$ cat src/rtl/sm_controller.sv
// ----------------------------------------------------------------------------
// sm_controller
//   Instruction register, decoder and sequencing FSM for the 16-bit
//   register/ALU/shifter datapath. One instruction is latched into IR while
//   idle, then the FSM walks one Moore state per cycle, driving the datapath
//   controls until the instruction completes and the controller is idle again.
//
// Ports:
//   clk       rising-edge clock
//   reset     asynchronous, active-high reset
//   in        instruction word, captured into IR when load=1 in WAIT
//   load      IR capture strobe (ignored outside WAIT)
//   s         start execution of IR (sampled only in WAIT)
//   w         1 while idle in WAIT
//   readnum   register file read index
//   writenum  register file write index (always equal to readnum)
//   write     register file write enable
//   loada     A register load
//   loadb     B register load
//   loadc     C register load
//   loads     status register load
//   asel      1 = A operand forced to zero
//   bsel      1 = B operand is sximm5
//   vsel      writeback mux: 00 C, 01 PC, 10 sximm8, 11 mdata
//   ALUop     ALU operation (op field for ALU-class instructions, else 00)
//   shift     shifter control (sh field)
//   sximm5    IR[4:0] sign-extended
//   sximm8    IR[7:0] sign-extended
// ----------------------------------------------------------------------------
module sm_controller (
    input  logic        clk,
    input  logic        reset,
    input  logic [15:0] in,
    input  logic        load,
    input  logic        s,
    output logic        w,
    output logic [2:0]  readnum,
    output logic [2:0]  writenum,
    output logic        write,
    output logic        loada,
    output logic        loadb,
    output logic        loadc,
    output logic        loads,
    output logic        asel,
    output logic        bsel,
    output logic [1:0]  vsel,
    output logic [1:0]  ALUop,
    output logic [1:0]  shift,
    output logic [15:0] sximm5,
    output logic [15:0] sximm8
);

    typedef enum logic [2:0] {
        S_WAIT,
        S_DECODE,
        S_WIMM,
        S_GETA,
        S_GETB,
        S_COMP,
        S_WREG
    } state_t;

    // One-hot register-field selects
    localparam logic [2:0] NSEL_RN = 3'b100;
    localparam logic [2:0] NSEL_RD = 3'b010;
    localparam logic [2:0] NSEL_RM = 3'b001;

    // Writeback mux encodings
    localparam logic [1:0] VSEL_C    = 2'b00;
    localparam logic [1:0] VSEL_IMM8 = 2'b10;

    state_t      state;
    state_t      state_next;
    logic [15:0] ir;
    logic [2:0]  nsel;

    // IR field extraction
    logic [2:0] opcode;
    logic [1:0] op;
    logic [2:0] rn;
    logic [2:0] rd;
    logic [1:0] sh;
    logic [2:0] rm;
    logic [4:0] opk;

    assign opcode = ir[15:13];
    assign op     = ir[12:11];
    assign rn     = ir[10:8];
    assign rd     = ir[7:5];
    assign sh     = ir[4:3];
    assign rm     = ir[2:0];
    assign opk    = {opcode, op};

    // Instruction classes that shape COMP
    logic is_cmp;
    logic a_zero;

    assign is_cmp = (opk == 5'b10101);
    // MOV Rd,Rm and MVN ignore the A operand; force it to zero
    assign a_zero = (opk == 5'b11000) || (opk == 5'b10111);

    // Immediates and shift come straight from IR at all times
    assign sximm5 = {{11{ir[4]}}, ir[4:0]};
    assign sximm8 = {{8{ir[7]}}, ir[7:0]};
    assign shift  = sh;
    assign ALUop  = (opcode == 3'b101) ? op : 2'b00;

    // Register index mux driven by the registered one-hot select
    always_comb begin
        readnum = '0;
        if (nsel[2])
            readnum = rn;
        else if (nsel[1])
            readnum = rd;
        else if (nsel[0])
            readnum = rm;
    end

    assign writenum = readnum;

    // Next-state decode
    always_comb begin
        state_next = state;
        case (state)
            S_WAIT: begin
                if (s)
                    state_next = S_DECODE;
            end
            S_DECODE: begin
                case (opk)
                    5'b11010:                   state_next = S_WIMM;
                    5'b11000, 5'b10111:         state_next = S_GETB;
                    5'b10100, 5'b10101, 5'b10110: state_next = S_GETA;
                    default:                    state_next = S_WAIT;
                endcase
            end
            S_WIMM:  state_next = S_WAIT;
            S_GETA:  state_next = S_GETB;
            S_GETB:  state_next = S_COMP;
            S_COMP:  state_next = is_cmp ? S_WAIT : S_WREG;
            S_WREG:  state_next = S_WAIT;
            default: state_next = S_WAIT;
        endcase
    end

    // State, IR and registered Moore outputs. Outputs are computed from the
    // state being entered so they are valid for the whole cycle of that state.
    // IR cannot change on any edge that enters COMP, so COMP's IR-dependent
    // controls see the instruction being executed.
    always_ff @(posedge clk or posedge reset) begin
        if (reset) begin
            state <= S_WAIT;
            ir    <= '0;
            w     <= 1'b1;
            nsel  <= '0;
            write <= 1'b0;
            loada <= 1'b0;
            loadb <= 1'b0;
            loadc <= 1'b0;
            loads <= 1'b0;
            asel  <= 1'b0;
            bsel  <= 1'b0;
            vsel  <= VSEL_C;
        end else begin
            state <= state_next;

            if (state == S_WAIT && load)
                ir <= in;

            w     <= 1'b0;
            nsel  <= '0;
            write <= 1'b0;
            loada <= 1'b0;
            loadb <= 1'b0;
            loadc <= 1'b0;
            loads <= 1'b0;
            asel  <= 1'b0;
            bsel  <= 1'b0;
            vsel  <= VSEL_C;

            case (state_next)
                S_WAIT: begin
                    w <= 1'b1;
                end
                S_WIMM: begin
                    nsel  <= NSEL_RN;
                    vsel  <= VSEL_IMM8;
                    write <= 1'b1;
                end
                S_GETA: begin
                    nsel  <= NSEL_RN;
                    loada <= 1'b1;
                end
                S_GETB: begin
                    nsel  <= NSEL_RM;
                    loadb <= 1'b1;
                end
                S_COMP: begin
                    asel  <= a_zero;
                    loadc <= ~is_cmp;
                    loads <= is_cmp;
                end
                S_WREG: begin
                    nsel  <= NSEL_RD;
                    vsel  <= VSEL_C;
                    write <= 1'b1;
                end
                default: begin
                end
            endcase
        end
    end

endmodule

$ cat config.mk
export PLATFORM = sky130hd
export DESIGN_NAME = sm_controller
export DESIGN_NICKNAME = d
export VERILOG_FILES = /design/src/rtl/sm_controller.sv
export SDC_FILE = /design/constraint.sdc
export NUM_CORES = 1
export LEC_CHECK = 0
export CAP_MARGIN = 20
export CORE_MARGIN = 3
export CORE_UTILIZATION = 43
export CTS_BUF_LIST = sky130_fd_sc_hd__clkbuf_8
export DETAILED_ROUTE_END_ITERATION = 8
export GPL_TIMING_DRIVEN = 0
export PLACE_DENSITY = 0.82
export SLEW_MARGIN = 30
export SYNTH_ARGS = -nofsm -noshare
export SYNTH_HDL_FRONTEND = slang
export SYNTH_SLANG_ARGS = --single-unit
export TNS_END_PERCENT = 30
$ cat constraint.sdc
create_clock -name clk -period 2.5 [get_ports clk]
set_clock_uncertainty 0.2 [all_clocks]
set_input_delay 0.375 -clock clk [delete_from_list [all_inputs] [get_ports clk]]
set_output_delay 0.375 -clock clk [all_outputs]
set_load 0.02 [all_outputs]
==> changes_impl.md, run 1 <==
## Flow update

- Die area: 0.00450 mm^2
- Final WL: 3.57 mm
- Ys async rst share: 100%
- Reg clk slew, reported paths: 0.06 ns
- Min Tclk post-route: 2.34 ns
- WP buf/inv: 1
- Fillers: 277
- RSZ-0062 raised after global routing: no
- Post-CTS Setup Bufs: 0
- Non-clock buffering overhead: 41.1%
- Number of logic gates: 67
- Initial antenna violation count: 0
- Number of global-route vias before repair: 1,127
- Tool warnings: 26
- Max-slew violations: 0
- Dominant Register Cell: dfrtp_1
- Well Taps: 46
- Critical path's slowest cell: clkdlybuf4s50_1
- Status: finished clean
- Root buffer cell: clkbuf_8
- Core box area: 0.00347 mm^2
- First-pass GRT wire length: 5.51 mm
- Plain + repair buffers: 110
- Post-Layout Inst Area: 0.00244 mm^2
- Clock buffer depth: 2
- Crit path DAT: 1.77 ns
- Cells resized by post-CTS repair: 3
- Non-filler cells, final: 263
- Mapped Area: 0.00160 mm^2
- Critical path's largest stage delay: 0.63 ns
- Worst Tran Pin Value: 0.644 ns
- Most frequent cells in the layout: clkdlybuf4s50_1, buf_4, dfrtp_1
- WP data required: 1.92 ns
## run 1: power by group
part	switching, W	internal [W]	total [W]
logic	0.000954	0.00130	0.00226
clock network	0.000164	0.000216	0.000379
registers	0.000245	0.000670	0.000915
total	0.00136	0.00219	0.00355
## run 1: routing by layer
layer	wire length, um	global-route usage, %	vias to the layer above
met4	54	6.33	0
met3	303	4.55	5
met2	1790	29.0	54
li1	-	-	592
met5	0	0	-
met1	1430	19.5	568
## run 1: flip-flops by register name, indices dropped and copies added, names as in the netlist
| register | cells |
|---|---|
| state | 3 |
| asel | 1 |
| loads | 1 |
| ir | 16 |
| loada | 1 |
| vsel | 1 |
| w | 1 |
| loadc | 1 |
| nsel | 3 |
| write | 1 |
### Sequential cells grouped by signal name, run 1

The bar under the picture is 20 um long.
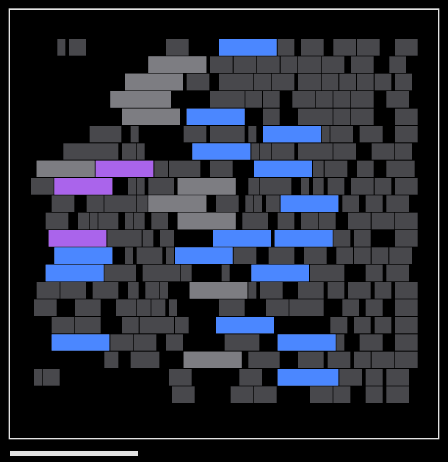
[state] purple | sequential cells: 3
[ir] blue | sequential cells: 16
register area: 728 um^2
sequential share of cell area: 29.8%

### Pin map, run 1

Pins as bars across the die edge, other pins in gray.
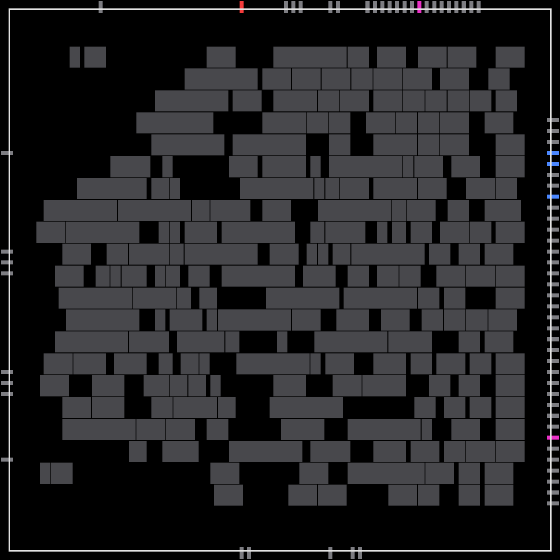
[writenum] blue | pins: 3 | direction: output | edge: right
[w] red | pins: 1 | direction: output | edge: top
[shift] magenta | pins: 2 | direction: output | edge: 1 right, 1 top
all pins by edge: 36 right, 23 top, 8 left, 5 bottom
I/O Buffers: 69
Die Span X: 67.1 um

### Signal wires by layer, run 1

Two of the layers only.
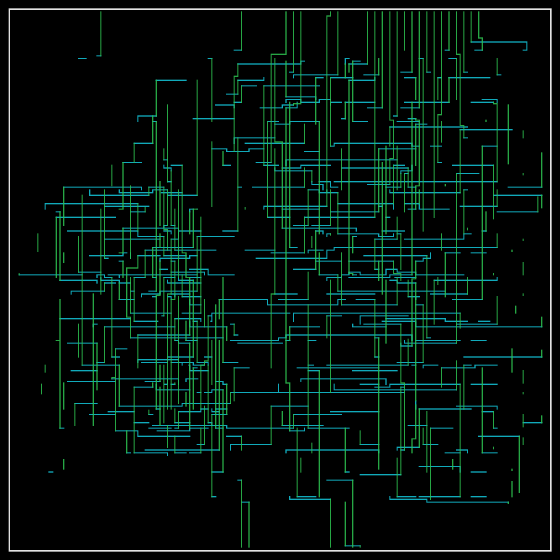
[met1] cyan | wire length: 1,430 um
[met2] green | wire length: 1,790 um
WL per Instance: 13.6 um
gr usage total: 16.8%
vias: 1,219

==> run 2: changes to the inputs <==
- ABC_AREA: unset -> 1
- CORE_UTILIZATION: 43 -> 42
- PLACE_DENSITY: 0.82 -> 0.81
### Logic cells by family, run 2

The bar under the picture is 20 um long.
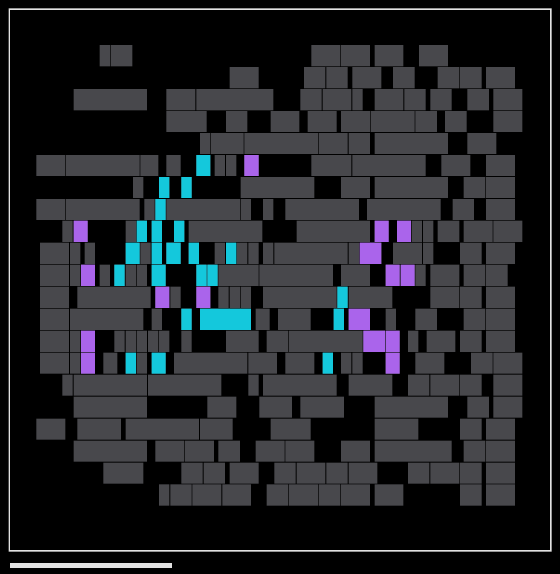
[NAND gates] cyan | cells: 23 | most used: nand2_1
[inverting AOI/OAI gates] purple | cells: 16 | most used: a21oi_1
non-filler cells, final: 292
combinational share of cell area: 18.4%
most used logic cell in the final layout: clkdlybuf4s50_1

### Signal wires by layer, run 2

Two of the layers only.
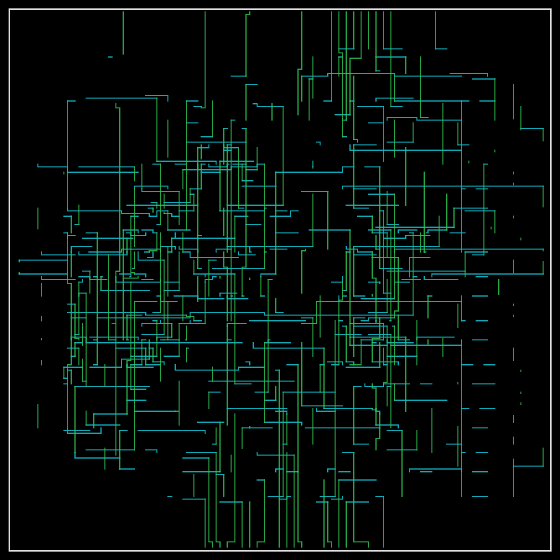
[met1] cyan | wire length: 1,160 um
[met2] green | wire length: 1,500 um
final WL: 3.02 mm
gr usage total: 14.7%
WL per Instance: 10.3 um

### The clock network, run 2

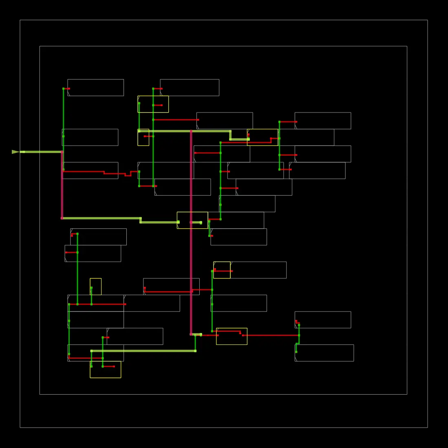
seq_cells: 29
CTS Buf Count: 5
clk_lat worst skew: 0.28 ns
Clock net power: 0.000361 W
clock buffers: 5

==> run 2 against run 1 <==
Final cell count is 11% higher. Wire length shrank 16%. Sequential share of layout area up 0.64 points. Non-clock buffer count is the same. Synthesized cell count increased by 21%. Clock power down 5%. Hold slack got worse by 0.016 ns. Core utilization decreased by 0.95 points. Synthesized area decreased by 3.0%. Largest power group unchanged.
==> changes_impl.md, run 2 <==
## Flow update

- Sequential power share: 25.1% (-0.7 points)
- Core box area: 0.00344 mm^2 (-0.76%)
- Dominant Register Cell: dfrtp_1
- Die area: 0.00447 mm^2 (-0.60%)
- Post-CTS Setup Bufs: 0 (unchanged)
- Initial antenna violation count: 0 (unchanged)
- Root buffer cell: clkbuf_8
- Number of global-route vias before repair: 1,123 (-0.35%)
- Total stage count of the critical path: 5
- Ys async rst share: 100% (unchanged)
- Cells resized by post-CTS repair: 0 (-3)
- Main power group: combinational cells
- Post-Layout Inst Area: 0.00239 mm^2 (-2.1%)
- Mapped Area: 0.00156 mm^2 (-3.0%)
- Status: finished clean
- Crit path DAT: 1.78 ns (about the same)
- Die Span X: 66.9 um (-0.30%)
- Vias: 1,230 (+0.90%)
- Min Tclk post-route: 2.36 ns (+0.0169 ns)
- Clock share of power: 10.6% (about the same)
- Library cells used by synthesis: 18
- Critical path's largest stage delay: 0.58 ns (-0.05 ns)
- Switch Pwr: 0.00133 W (-2.5%)
- Internal power: 0.00207 W (-5.1%)
- Worst Tran Pin Value: 0.567 ns (-0.0774 ns)
- Comb pwr: 0.00219 W (-3%)
- Register area: 728 um^2 (unchanged)
- Hold_ws: 0.273 ns
- Seq. pwr: 0.000853 W (-6.8%)
- Max reg flops: 16 (unchanged)
- Top flop regs: ir x16, nsel x3, state x3
- Fillers: 269 (-2.9%)
- Comb pwr share: 64.3% (+0.8 points)
- Max-slew violations: 0 (unchanged)
- I/O Buffers: 69 (unchanged)
- Switching share of power: 39.0% (+0.65 points)
- Reg clk slew, reported paths: 0.06 ns (about the same)
- WP buf/inv: 2 (+1)
- Most frequent cells in the layout: clkdlybuf4s50_1, buf_4, dfrtp_1
- FMAX: 0.424 GHz
- Final tally of setup violations: 0
- Top reg by flops: ir
- Clock buffer depth: 2 (unchanged)
- Avg Vias per Cell: 4.21
- RSZ-0062 raised after global routing: no
- Critical path's slowest cell: clkdlybuf4s50_1
- First-pass GRT wire length: 4.82 mm (-13%)
- WP data required: 1.92 ns (about the same)
- Pwr per Cell Area: 1420 mW/mm^2
- Seq/Total Area, Yosys: 46.7%
-- run 2: netlist changes by cell type in the layout (fill, tap and decap cells not counted), moves of 4 or more --
cell,delta
a21oi_1,+10
inv_1,+17
mux2_2,-5
nand2_1,+9
nand3_1,+5
nor2_1,+18
nor2b_1,-4
o21ai_1,-4
-- run 2: cell type report --
type / instances / area share (%)
plain buffers: 41 / 12.9
clock buffers: 5 / 2.88
clock inverters: 3 / 0.732
inverters: 22 / 3.45
multi-input cells: 77 / 18.4
flip-flops and latches: 29 / 30.4
well taps: 46 / 2.41
repair buffers: 69 / 28.8
-- run 2: layer usage --
metal	global-route usage, %	vias up	wire length (um)
met4	7.34	0	72
met5	0	-	0
met1	15.9	539	1160
li1	-	631	-
met2	25.1	52	1500
met3	5.23	8	280
Power is estimated from default activity; no workload was simulated.
